### config.mk
export PLATFORM = sky130hd
export DESIGN_NAME = uart_rx_fifo_flat
export DESIGN_NICKNAME = d
export VERILOG_FILES = /design/src/rtl/uart_rx_fifo_pkg.sv /design/src/rtl/uart_rx_fifo_if.sv /design/src/rtl/uart_rx_fifo_mem.sv /design/src/rtl/uart_rx_fifo.sv /design/src/flat_wrapper.sv
export SDC_FILE = /design/constraint.sdc
export NUM_CORES = 1
export LEC_CHECK = 0
export ABC_AREA = 1
export CORE_ASPECT_RATIO = 1.25
export CORE_UTILIZATION = 40
export DETAILED_ROUTE_END_ITERATION = 7
export GPL_TIMING_DRIVEN = 1
export PLACE_DENSITY_LB_ADDON = 0.12
export SLEW_MARGIN = 20
export SYNTH_ARGS = -nofsm -noshare
export SYNTH_HDL_FRONTEND = slang
export SYNTH_HIERARCHICAL = 1
export SYNTH_SLANG_ARGS = --single-unit
### constraint.sdc
create_clock -name clock -period 2.1 [get_ports clock]
set_input_delay 0.42 -clock clock [delete_from_list [all_inputs] [get_ports clock]]
set_output_delay 0.42 -clock clock [all_outputs]
set_load 0.005 [all_outputs]
### src/rtl/uart_rx_fifo_pkg.sv
// Shared UART constants and types used by the receive FIFO and its neighbours.
package uart_rx_fifo_pkg;

    localparam int UART_DATA_W       = 8;
    localparam int UART_CLKS_PER_BIT = 5208;
    localparam int FIFO_DEPTH        = 16;

    typedef logic [UART_DATA_W-1:0] uart_byte_t;

endpackage : uart_rx_fifo_pkg

### src/rtl/uart_rx_fifo_if.sv
// Producer/consumer-facing signal bundle of the UART receive FIFO.
// o_Drop_Cnt exists only when UART_RX_FIFO_STATS_EN is defined.
interface uart_rx_fifo_if #(
    parameter int DATA_W = 8,
    parameter int AW     = 4
);
    logic              i_Enable;
    logic              i_Rx_DV;
    logic [DATA_W-1:0] i_Rx_Byte;
    logic              i_Pop;
    logic              i_Clr_Ovf;
    logic [DATA_W-1:0] o_Data;
    logic              o_Valid;
    logic              o_Full;
    logic [AW:0]       o_Count;
    logic              o_Overflow;
`ifdef UART_RX_FIFO_STATS_EN
    logic [15:0]       o_Drop_Cnt;
`endif

    modport slave (
        input  i_Enable, i_Rx_DV, i_Rx_Byte, i_Pop, i_Clr_Ovf,
`ifdef UART_RX_FIFO_STATS_EN
        output o_Drop_Cnt,
`endif
        output o_Data, o_Valid, o_Full, o_Count, o_Overflow
    );

    modport master (
        output i_Enable, i_Rx_DV, i_Rx_Byte, i_Pop, i_Clr_Ovf,
`ifdef UART_RX_FIFO_STATS_EN
        input  o_Drop_Cnt,
`endif
        input  o_Data, o_Valid, o_Full, o_Count, o_Overflow
    );

endinterface : uart_rx_fifo_if

### src/rtl/uart_rx_fifo_mem.sv
// FIFO storage: register array with one synchronous write port and one
// asynchronous read port. Contents are deliberately not reset.
module uart_rx_fifo_mem #(
    parameter int DEPTH  = 16,
    parameter int DATA_W = 8,
    parameter int AW     = $clog2(DEPTH)
) (
    input  logic              clock,
    input  logic              we_i,
    input  logic [AW-1:0]     waddr_i,
    input  logic [DATA_W-1:0] wdata_i,
    input  logic [AW-1:0]     raddr_i,
    output logic [DATA_W-1:0] rdata_o
);

    logic [DATA_W-1:0] mem_q [DEPTH];

    // Storage write
    always_ff @(posedge clock) begin
        if (we_i) begin
            mem_q[waddr_i] <= wdata_i;
        end
    end

    assign rdata_o = mem_q[raddr_i];

endmodule : uart_rx_fifo_mem

### src/rtl/uart_rx_fifo.sv
// First-word-fall-through byte buffer between uart_rx and the byte consumer.
// Optional drop statistics counter enabled by `UART_RX_FIFO_STATS_EN.
module uart_rx_fifo
    import uart_rx_fifo_pkg::*;
#(
    parameter int DEPTH  = FIFO_DEPTH,
    parameter int DATA_W = UART_DATA_W
) (
    input  logic          clock,
    input  logic          reset_n,
    uart_rx_fifo_if.slave bus
);

    localparam int AW = $clog2(DEPTH);

    logic [AW-1:0]     wr_ptr_q, wr_ptr_d;
    logic [AW-1:0]     rd_ptr_q, rd_ptr_d;
    logic [AW:0]       count_q, count_d;
    logic              ovf_q, ovf_d;
    logic              empty_s, full_s;
    logic              push_s, pop_s, accept_s, drop_s;
    logic [DATA_W-1:0] rdata_s;

    assign empty_s  = (count_q == {(AW+1){1'b0}});
    assign full_s   = (count_q == (AW+1)'(DEPTH));
    assign push_s   = bus.i_Enable & bus.i_Rx_DV;
    assign pop_s    = bus.i_Enable & bus.i_Pop & ~empty_s;
    // A full FIFO still takes a byte when the head leaves in the same cycle
    assign accept_s = push_s & (~full_s | pop_s);
    assign drop_s   = push_s & full_s & ~pop_s;

    uart_rx_fifo_mem #(
        .DEPTH  (DEPTH),
        .DATA_W (DATA_W),
        .AW     (AW)
    ) u_mem (
        .clock   (clock),
        .we_i    (accept_s),
        .waddr_i (wr_ptr_q),
        .wdata_i (bus.i_Rx_Byte),
        .raddr_i (rd_ptr_q),
        .rdata_o (rdata_s)
    );

    // Next-state for pointers, occupancy and sticky overflow
    always_comb begin
        wr_ptr_d = wr_ptr_q;
        rd_ptr_d = rd_ptr_q;
        count_d  = count_q;
        ovf_d    = ovf_q;
        if (!bus.i_Enable) begin
            wr_ptr_d = {AW{1'b0}};
            rd_ptr_d = {AW{1'b0}};
            count_d  = {(AW+1){1'b0}};
            ovf_d    = 1'b0;
        end else begin
            if (accept_s) begin
                wr_ptr_d = wr_ptr_q + AW'(1);
            end else begin
                wr_ptr_d = wr_ptr_q;
            end
            if (pop_s) begin
                rd_ptr_d = rd_ptr_q + AW'(1);
            end else begin
                rd_ptr_d = rd_ptr_q;
            end
            case ({accept_s, pop_s})
                2'b10:   count_d = count_q + (AW+1)'(1);
                2'b01:   count_d = count_q - (AW+1)'(1);
                default: count_d = count_q;
            endcase
            if (drop_s) begin
                ovf_d = 1'b1;
            end else if (bus.i_Clr_Ovf) begin
                ovf_d = 1'b0;
            end else begin
                ovf_d = ovf_q;
            end
        end
    end

    // Pointer, count and flag state
    always_ff @(posedge clock or negedge reset_n) begin
        if (!reset_n) begin
            wr_ptr_q <= {AW{1'b0}};
            rd_ptr_q <= {AW{1'b0}};
            count_q  <= {(AW+1){1'b0}};
            ovf_q    <= 1'b0;
        end else begin
            wr_ptr_q <= wr_ptr_d;
            rd_ptr_q <= rd_ptr_d;
            count_q  <= count_d;
            ovf_q    <= ovf_d;
        end
    end

    assign bus.o_Data     = empty_s ? {DATA_W{1'b0}} : rdata_s;
    assign bus.o_Valid    = ~empty_s;
    assign bus.o_Full     = full_s;
    assign bus.o_Count    = count_q;
    assign bus.o_Overflow = ovf_q;

`ifdef UART_RX_FIFO_STATS_EN
    logic [15:0] drop_cnt_q, drop_cnt_d;

    // Saturating drop counter; a drop outranks a same-cycle clear
    always_comb begin
        drop_cnt_d = drop_cnt_q;
        if (!bus.i_Enable) begin
            drop_cnt_d = 16'h0000;
        end else if (drop_s) begin
            if (drop_cnt_q != 16'hFFFF) begin
                drop_cnt_d = drop_cnt_q + 16'h0001;
            end else begin
                drop_cnt_d = drop_cnt_q;
            end
        end else if (bus.i_Clr_Ovf) begin
            drop_cnt_d = 16'h0000;
        end else begin
            drop_cnt_d = drop_cnt_q;
        end
    end

    // Drop counter register
    always_ff @(posedge clock or negedge reset_n) begin
        if (!reset_n) begin
            drop_cnt_q <= 16'h0000;
        end else begin
            drop_cnt_q <= drop_cnt_d;
        end
    end

    assign bus.o_Drop_Cnt = drop_cnt_q;
`endif

endmodule : uart_rx_fifo

### src/flat_wrapper.sv
// flat-port wrapper written by rule: the top's interface ports become plain ports
module uart_rx_fifo_flat import uart_rx_fifo_pkg::*;
#(
    parameter int DEPTH  = FIFO_DEPTH,
    parameter int DATA_W = UART_DATA_W
)
  (clock, reset_n, bus_i_Enable, bus_i_Rx_DV, bus_i_Rx_Byte, bus_i_Pop, bus_i_Clr_Ovf, bus_o_Data, bus_o_Valid, bus_o_Full, bus_o_Count, bus_o_Overflow);
  uart_rx_fifo_if #(.DATA_W(DATA_W), .AW($clog2(DEPTH))) bus_i ();
  input  logic clock;
  input  logic reset_n;
  input wire logic [$bits(bus_i.i_Enable)-1:0] bus_i_Enable;
  input wire logic [$bits(bus_i.i_Rx_DV)-1:0] bus_i_Rx_DV;
  input wire logic [$bits(bus_i.i_Rx_Byte)-1:0] bus_i_Rx_Byte;
  input wire logic [$bits(bus_i.i_Pop)-1:0] bus_i_Pop;
  input wire logic [$bits(bus_i.i_Clr_Ovf)-1:0] bus_i_Clr_Ovf;
  output wire logic [$bits(bus_i.o_Data)-1:0] bus_o_Data;
  output wire logic [$bits(bus_i.o_Valid)-1:0] bus_o_Valid;
  output wire logic [$bits(bus_i.o_Full)-1:0] bus_o_Full;
  output wire logic [$bits(bus_i.o_Count)-1:0] bus_o_Count;
  output wire logic [$bits(bus_i.o_Overflow)-1:0] bus_o_Overflow;
  assign bus_i.i_Enable = bus_i_Enable;
  assign bus_i.i_Rx_DV = bus_i_Rx_DV;
  assign bus_i.i_Rx_Byte = bus_i_Rx_Byte;
  assign bus_i.i_Pop = bus_i_Pop;
  assign bus_i.i_Clr_Ovf = bus_i_Clr_Ovf;
  assign bus_o_Data = bus_i.o_Data;
  assign bus_o_Valid = bus_i.o_Valid;
  assign bus_o_Full = bus_i.o_Full;
  assign bus_o_Count = bus_i.o_Count;
  assign bus_o_Overflow = bus_i.o_Overflow;
  uart_rx_fifo #(.DEPTH(DEPTH), .DATA_W(DATA_W)) u_core (.clock(clock), .reset_n(reset_n), .bus(bus_i));
endmodule
Figure 1. Metal 1 (run 1).
Drawn at 2 px/um. Supply wires on this layer in gray.
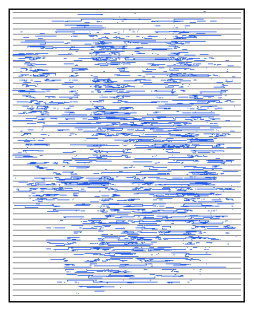
nets with wire on the layer: 745
share of all routed wire: 40%
wire length on this layer: 6710 um
longest straight run: 77.7 um
main direction: horizontal

Figure 2. Metal 2 (run 1).
Drawn at 2 px/um. Cells faint in the background.
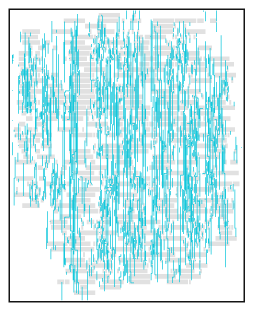
share of all routed wire: 54%
longest straight run: 83.6 um
nets with wire on the layer: 610
Post-Route WL: 16800 um
vias post-DR: 4844
fraction of met2 tracks used by global routing: 0.380

==> results.toml, run 1 <==
# flow metrics
[critical_path]
first_element_of_the_critical_path = "u_core/rd_ptr_q[0]"
critical_path.startpoint_type = "register"
timing.rr.start = "u_core/bus.o_Count[1]"
regToRegEndpoint = "u_core/bus.o_Count[4]"
critical_path_peak_fanout = 6
reg2regPathDepth = 14
worst-r2r-setup-slack_ps = 170
timing_worst_setup_path_type = "reg -> out"
arrival_ps = 1960
worstSetupEndpointType = "output pin"
crit_required_ps = 1680

[job]
tool_warnings = 28
drv.max_cap_violation_count = 0

[synth]
synth_largest_type_area_fraction = 0.584
syn_area_per_cell_um2 = 9.92
synth_cell_types = 26
yosysTopAreaCell = "sky130_fd_sc_hd__edfxtp_1"
yosys_cells = 664
yosysSeqAreaShare = 0.637
post_synth_instance_area_mm2 = 0.00658
topCellsByArea = "sky130_fd_sc_hd__edfxtp_1 (58%), sky130_fd_sc_hd__nand2_1 (12%), sky130_fd_sc_hd__nand3_1 (8.6%), sky130_fd_sc_hd__inv_1 (6.4%), sky130_fd_sc_hd__dfrtp_1 (5.3%)"
cells_after_synthesis = 664
synthesis.yosys.warnings = 6
ys_chip_area_mm2 = 0.00658
postSynthNetCount = 684
synth_flops = 142

[route]
drt_first_iter_violations = 274
antenna_violating_nets_post_route = 0
post_drt_via_cell_ratio = 4.84
drt-pass1-iter-count = 5
routedWlPerCell_um = 16.8
drc = 0

[cts]
clock-root-buffer = "sky130_fd_sc_hd__clkbuf_16"
tritoncts_clock_tree = "done"
clk_latency_ps = 420
clk_path_buf_depth = 2
cts_stage_hold_buffer_count = 0
cts.reportedPaths.clkPinSlew_ps = 60
cts_htree_levels = 4
cts_buffers = 17
clock-sinks = 142

[power]
power-per-cell-area_mw_per_mm2 = 819
power.leakage_uw = 0.00391
vdd_drop_max_v = 0.000376
power_total_uw = 7100

[floorplan]
die_y_um = 145
die_area_mm2 = 0.0170
std_cell_rows = 52
design.core.area_mm2 = 0.0161
die_w_um = 117
io-pin-count = 30
floorplanUtilization = 0.408

[final_timing]
slew-limit-headroom = 0.494
finalCritPeriodShare = 1.13
setup_ws_ps = -282
timing_worst_slew_pin_value_ps = 757
number_of_slew_limit_violations_in_the_final_report = 0
skew_ps = 6.33
hold_viol_final = 0
holdWs_ps = 271
achievable-frequency_mhz = 420
period_minus_slack_ps = 2380
grt_setup_unrepaired = "true"
setup_violations = 8

[layout]
antennaDiodeCount = 0
area_growth_pct = 31.7
post_route_cells_drive_above_1_share = 0.238
layout_top_cell = "sky130_fd_sc_hd__nand2_1"
lay_top_cells = "sky130_fd_sc_hd__nand2_1 (192), sky130_fd_sc_hd__edfxtp_1 (128), sky130_fd_sc_hd__inv_1 (113), sky130_fd_sc_hd__nand3_1 (83), sky130_fd_sc_hd__buf_4 (55)"
finish.cell_count_without_fillers = 1001
fillers = 1513
finish.net_count = 793

[worst_hold_path]
hold_path_class = "in -> async"

[global_route]
grt.total_usage = 0.215
grt_pass1_wl_um = 26200
via_count_of_the_first_global_routing_pass = 4806
grt_start_max_net_pins = 22
initial_antenna_violation_count = 0
grt_remaining_overflow = 0

[placement]
place.port_buffers = 29
post-place-cells = 946
post-dp-hpwl_um = 10700
gpl_wtd_cong = 0.800

[outcome]
run_status = "finished with violations"
violations = "setup timing"
Figure 3. M3 wires (run 1).
Drawn at 2 px/um.
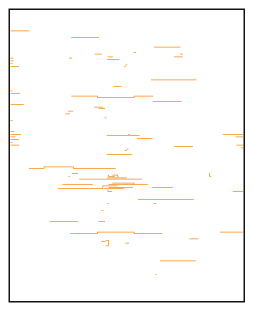
wire length on this layer: 598 um
main direction: horizontal
share of all routed wire: 3.6%
nets with wire on the layer: 52
longest straight run: 31.3 um
met3 demand-to-capacity share in global routing: 0.0416

Figure 4. Met4 routing (run 1).
Drawn at 2 px/um. Supply wires on this layer in gray.
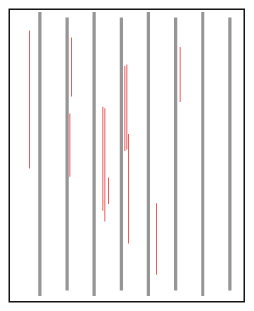
wire length on this layer: 452 um
main direction: vertical
longest straight run: 68.7 um
nets with wire on the layer: 9

[run 1: state kept, by name (all words and copies together), names as in the netlist]
register and count:
u_core/bus.o_Count 5, u_core/rd_ptr_q 4, u_core/bus.o_Overflow 1, u_core/u_mem/mem_q 128, u_core/wr_ptr_q 4
[run 1: synthesized netlist by cell type, drive strengths merged]
library cell and n:
nand2 207, edfxtp 128, inv 125, nand3 117
buf 26, nor2 21, dfrtp 14, o21ai 6
ha 5, a21oi 4, nand3b 3, xnor2 3
xor2 2, a32o 1, fa 1, o31ai 1
[run 1: how the worst max path moves through the flow]
stage                            end  slack, ps  cells past startpoint
2_1_floorplan  u_core/bus.o_Count[4]        180                     14
3_3_place_gp   u_core/bus.o_Count[4]       -150                     12
3_5_place_dp   u_core/bus.o_Count[4]       -210                     13
4_1_cts                bus_o_Data[4]       -280                     13
5_1_grt                bus_o_Data[6]       -400                     13
6_report               bus_o_Data[6]       -280                     13
[run 1: layout make-up]
cell class              count  area [um2]  share of cell area
repair buffers            116        1270               0.147
multi-input cells         371        1930               0.223
well taps                 216         270              0.0312
clock buffers              20         437              0.0504
inverters                 125         482              0.0555
clock inverters            11        76.3             0.00880
flip-flops and latches    142        4200               0.484
[run 1: worst max-delay path: stages (launching register included)]
cell and delay [ps]:
sky130_fd_sc_hd__dfrtp_2 420, sky130_fd_sc_hd__buf_8 150, sky130_fd_sc_hd__inv_12 80, sky130_fd_sc_hd__buf_12 110, sky130_fd_sc_hd__buf_12 110, sky130_fd_sc_hd__buf_6 100
sky130_fd_sc_hd__nand2_1 40, sky130_fd_sc_hd__nand3_1 60, sky130_fd_sc_hd__nand3_1 80, sky130_fd_sc_hd__nand3_1 90, sky130_fd_sc_hd__nand2_1 70, sky130_fd_sc_hd__nand2_1 70
sky130_fd_sc_hd__inv_2 40, sky130_fd_sc_hd__buf_6 100
[run 1: cells by family after synthesis]
family / after synthesis / share of synthesized area
simple gates: 348 / 0.231
xor+xnor: 5 / 0.00665
compound gates: 12 / 0.0137
fa+ha+maj: 6 / 0.0125
flops: 142 / 0.637
buf+inv: 151 / 0.0990
[run 1: report_power, final]
part	total (uW)	switching, uW	internal (uW)
combinational	1250	663	584
clock	2650	1070	1590
sequential	3200	46.6	3160
total	7100	1780	5330
[run 1: routing by layer]
layer | GRT usage | vias to the layer above | routed length, um
li1 | - | 2355 | -
met5 | 0 | - | 0
met4 | 0.0943 | 0 | 451
met3 | 0.0416 | 25 | 597
met1 | 0.249 | 2343 | 6710
met2 | 0.380 | 121 | 9050
[run 1: timing repair]
| action | 4_1_cts | 5_1_grt |
|---|---|---|
| pin swaps | 41 | 23 |
| gates resized | 94 | 23 |
| setup endpoints to repair | 10 | 11 |
| setup buffers | 15 | 2 |
| cloned | 8 | 0 |
[run 1: stage by stage]
step / util / setup TNS, ps / worst slack, ps / cell area, um2
after floorplan: - / 0 / 183 / 6580
after global placement: 0.466 / -9150 / -147 / 7520
after detailed placement: 0.466 / -13090 / -211 / 7520
after CTS: 0.533 / -2040 / -282 / 8600
after global routing: 0.537 / -2800 / -399 / 8670
final: 0.537 / -1910 / -282 / 8670
==> inputs of run 2 (changes only) <==
CAP_MARGIN = 0   (was not set)
==> run 2 against run 1 <==
The flow still finishes with violations (setup timing). Highest routed layer unchanged. Critical path depth unchanged. Hold slack did not move. Synthesized cell count unchanged. Register-to-register slack about the same. Clock skew unchanged. Power is the same. Largest cell class unchanged. Setup slack stayed put. Via count is the same. Die size did not move. Clock-buffer cell count is the same. Sequential power hardly changed.
==> results.toml, run 2 <==
# flow metrics
[critical_path]
first_element_of_the_critical_path = "u_core/rd_ptr_q[0]"
timing.rr.start = "u_core/bus.o_Count[1]"
worst_path_max_delay_cell = "sky130_fd_sc_hd__dfrtp_2"
crit_required_ps = 1680
reg2regPathDepth = 14
worst_setup_path_endpoint = "bus_o_Data[6]"
critical_path_peak_fanout = 6
timing_worst_setup_path_type = "reg -> out"
regToRegEndpoint = "u_core/bus.o_Count[4]"
arrival_ps = 1960
worstSetupEndpointType = "output pin"
critical_path.startpoint_type = "register"
worst-r2r-setup-slack_ps = 170
worstPathCellList = "buf_8 -> inv_12 -> buf_12 -> buf_12 -> buf_6 -> nand2_1 -> nand3_1 -> nand3_1 -> nand3_1 -> nand2_1 -> nand2_1 -> inv_2 -> buf_6"
max_stage_delay_ps = 420

[floorplan]
floorplanUtilization = 0.408
io-pin-count = 30
std_cell_rows = 52
die_area_mm2 = 0.0170
design.core.area_mm2 = 0.0161
die_w_um = 117
die_y_um = 145

[layout]
lay_top_cells = "sky130_fd_sc_hd__nand2_1 (192), sky130_fd_sc_hd__edfxtp_1 (128), sky130_fd_sc_hd__inv_1 (113), sky130_fd_sc_hd__nand3_1 (83), sky130_fd_sc_hd__buf_4 (55)"
post_route_cells_drive_above_1_share = 0.238
utilization_of_the_core_after_routing = 0.537
antennaDiodeCount = 0
layout_top_cell = "sky130_fd_sc_hd__nand2_1"
top_register = "u_core/u_mem/mem_q"
largest_register_ffs = 128
area_growth_pct = 31.7
finish.net_count = 793

[synth]
flop_cell = "sky130_fd_sc_hd__edfxtp_1"
postSynthNetCount = 684
synth-async-reset-ratio = 0.0986
synth.top_cells.by_count = "sky130_fd_sc_hd__nand2_1 (206), sky130_fd_sc_hd__edfxtp_1 (128), sky130_fd_sc_hd__inv_1 (113), sky130_fd_sc_hd__nand3_1 (113), sky130_fd_sc_hd__nor2_1 (19)"
ys_chip_area_mm2 = 0.00658
yosysTopAreaCell = "sky130_fd_sc_hd__edfxtp_1"
post_synth_instance_area_mm2 = 0.00658
synth_flops = 142
synthesis.yosys.warnings = 6
syn_area_per_cell_um2 = 9.92
synth_cell_types = 26
yosys_cells = 664
topCellsByArea = "sky130_fd_sc_hd__edfxtp_1 (58%), sky130_fd_sc_hd__nand2_1 (12%), sky130_fd_sc_hd__nand3_1 (8.6%), sky130_fd_sc_hd__inv_1 (6.4%), sky130_fd_sc_hd__dfrtp_1 (5.3%)"
synth_largest_type_area_fraction = 0.584
count_of_flip_flops_with_a_built_in_enable_after_synthesis = 128
cells_after_synthesis = 664
post-synth-top-count-cell = "sky130_fd_sc_hd__nand2_1"
yosysSeqAreaShare = 0.637

[cts]
clk_latency_ps = 420
clock-root-buffer = "sky130_fd_sc_hd__clkbuf_16"
clock-sinks = 142
cts_stage_hold_buffer_count = 0
cts.reportedPaths.clkPinSlew_ps = 60
cts_buffers = 17
tritoncts_clock_tree = "done"
clk_path_buf_depth = 2
cts_htree_levels = 4

[final_timing]
hold_viol_final = 0
grt_setup_unrepaired = "true"
period_minus_slack_ps = 2380
fin_tns_setup_ps = -1910
timing_worst_slew_pin_value_ps = 757
setup_ws_ps = -282
setup_violations = 8
skew_ps = 6.33
finalCritPeriodShare = 1.13
achievable-frequency_mhz = 420
slew-limit-headroom = 0.494
number_of_slew_limit_violations_in_the_final_report = 0

[route]
antenna_violating_nets_post_route = 0
drc = 0
drt-pass1-iter-count = 5
vias = 4844
detail_route.wirelength_um = 16800
post_drt_via_cell_ratio = 4.84
routedWlPerCell_um = 16.8
drt_first_iter_violations = 274

[outcome]
run_status = "finished with violations"
violations = "setup timing"

[power]
vdd_drop_max_v = 0.000376
power-per-cell-area_mw_per_mm2 = 819
power.leakage_uw = 0.00391

[global_route]
grt.total_usage = 0.215
grt_remaining_overflow = 0
via_count_of_the_first_global_routing_pass = 4806
grt_start_max_net_pins = 22
initial_antenna_violation_count = 0
grt_pass1_wl_um = 26200

[worst_hold_path]
hold_path_class = "in -> async"

[placement]
post-dp-hpwl_um = 10700
place.port_buffers = 29
gpl_wtd_cong = 0.800

[job]
drv.max_cap_violation_count = 0
tool_warnings = 28
## run 2: cell families after synthesis
group                      Yosys count  share of synthesized area
DFF                                142                      0.637
buffers and inverters              151                     0.0990
adders and majority gates            6                     0.0125
AOI/OAI and AO/OA                   12                     0.0137
and+or+nand+nor                    348                      0.231
xor gates and xnor gates             5                    0.00665
## run 2: cell type report
class | instances | area, um2
fillers | 1513 | 7460
flip-flops and latches | 142 | 4200
multi-input cells | 371 | 1930
repair buffers | 116 | 1270
inverters | 125 | 482
clock buffers | 20 | 437
well taps | 216 | 270
clock inverters | 11 | 76.3
## run 2: what timing repair did
| action | in CTS | in global routing |
|---|---|---|
| gates resized | 94 | 23 |
| gates cloned | 8 | 0 |
| endpoints found under the setup margin | 10 | 11 |
| buffers inserted | 15 | 2 |
| pin swaps | 41 | 23 |
## run 2: worst min-delay path by stage
stage | start | to | slack, ps | depth (start not counted)
after global routing | reset_n | u_core/rd_ptr_q[3] | 280 | 1
final | reset_n | u_core/rd_ptr_q[3] | 270 | 1
after floorplan | reset_n | u_core/bus.o_Count[0] | 120 | 0
after detailed placement | u_core/bus.o_Overflow | u_core/bus.o_Overflow | 490 | 1
after global placement | u_core/bus.o_Overflow | u_core/bus.o_Overflow | 490 | 1
after CTS | reset_n | u_core/rd_ptr_q[3] | 260 | 1
## run 2: power breakdown
group	switching, uW	total [uW]	internal, uW
Combinational	663	1250	584
Clock	1070	2650	1590
Sequential	46.6	3200	3160
Total	1780	7100	5330
## run 2: layer usage
metal,part of all wire,vias up,track usage
met5,0,-,0
li1,-,2355,-
met4,0.027,0,0.0943
met3,0.036,25,0.0416
met1,0.40,2343,0.249
met2,0.54,121,0.380
## run 2: critical path, delay by kind of cell (launching register included)
family	cells	cell delay, ps
buffers and inverters	7	690
and+or+nand+nor	6	410
DFF	1	420
## run 2: per-stage QoR
| stage | hold WS [ps] | instances | cell area, um2 | power (uW) | setup WS [ps] |
|---|---|---|---|---|---|
| 3_5_place_dp | 488 | 946 | 7520 | 4180 | -211 |
| 3_3_place_gp | 489 | 946 | 7520 | 4170 | -147 |
| 6_report | 271 | 1001 | 8670 | 7100 | -282 |
| 2_1_floorplan | 124 | 664 | 6580 | 3780 | 183 |
| 4_1_cts | 265 | 1000 | 8600 | 7140 | -282 |
| 5_1_grt | 276 | 1001 | 8670 | 7380 | -399 |
Figure 5. Metal 1 (run 2).
Drawn at 2 px/um. Supply wires on this layer in gray.
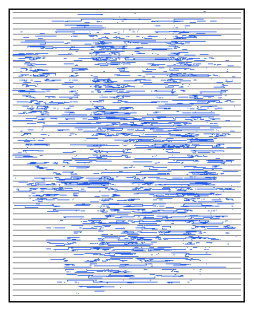
nets with wire on the layer: 745
longest straight run: 77.7 um
main direction: horizontal
met1 track demand over resource: 0.249

Power is estimated from default activity; no workload was simulated.
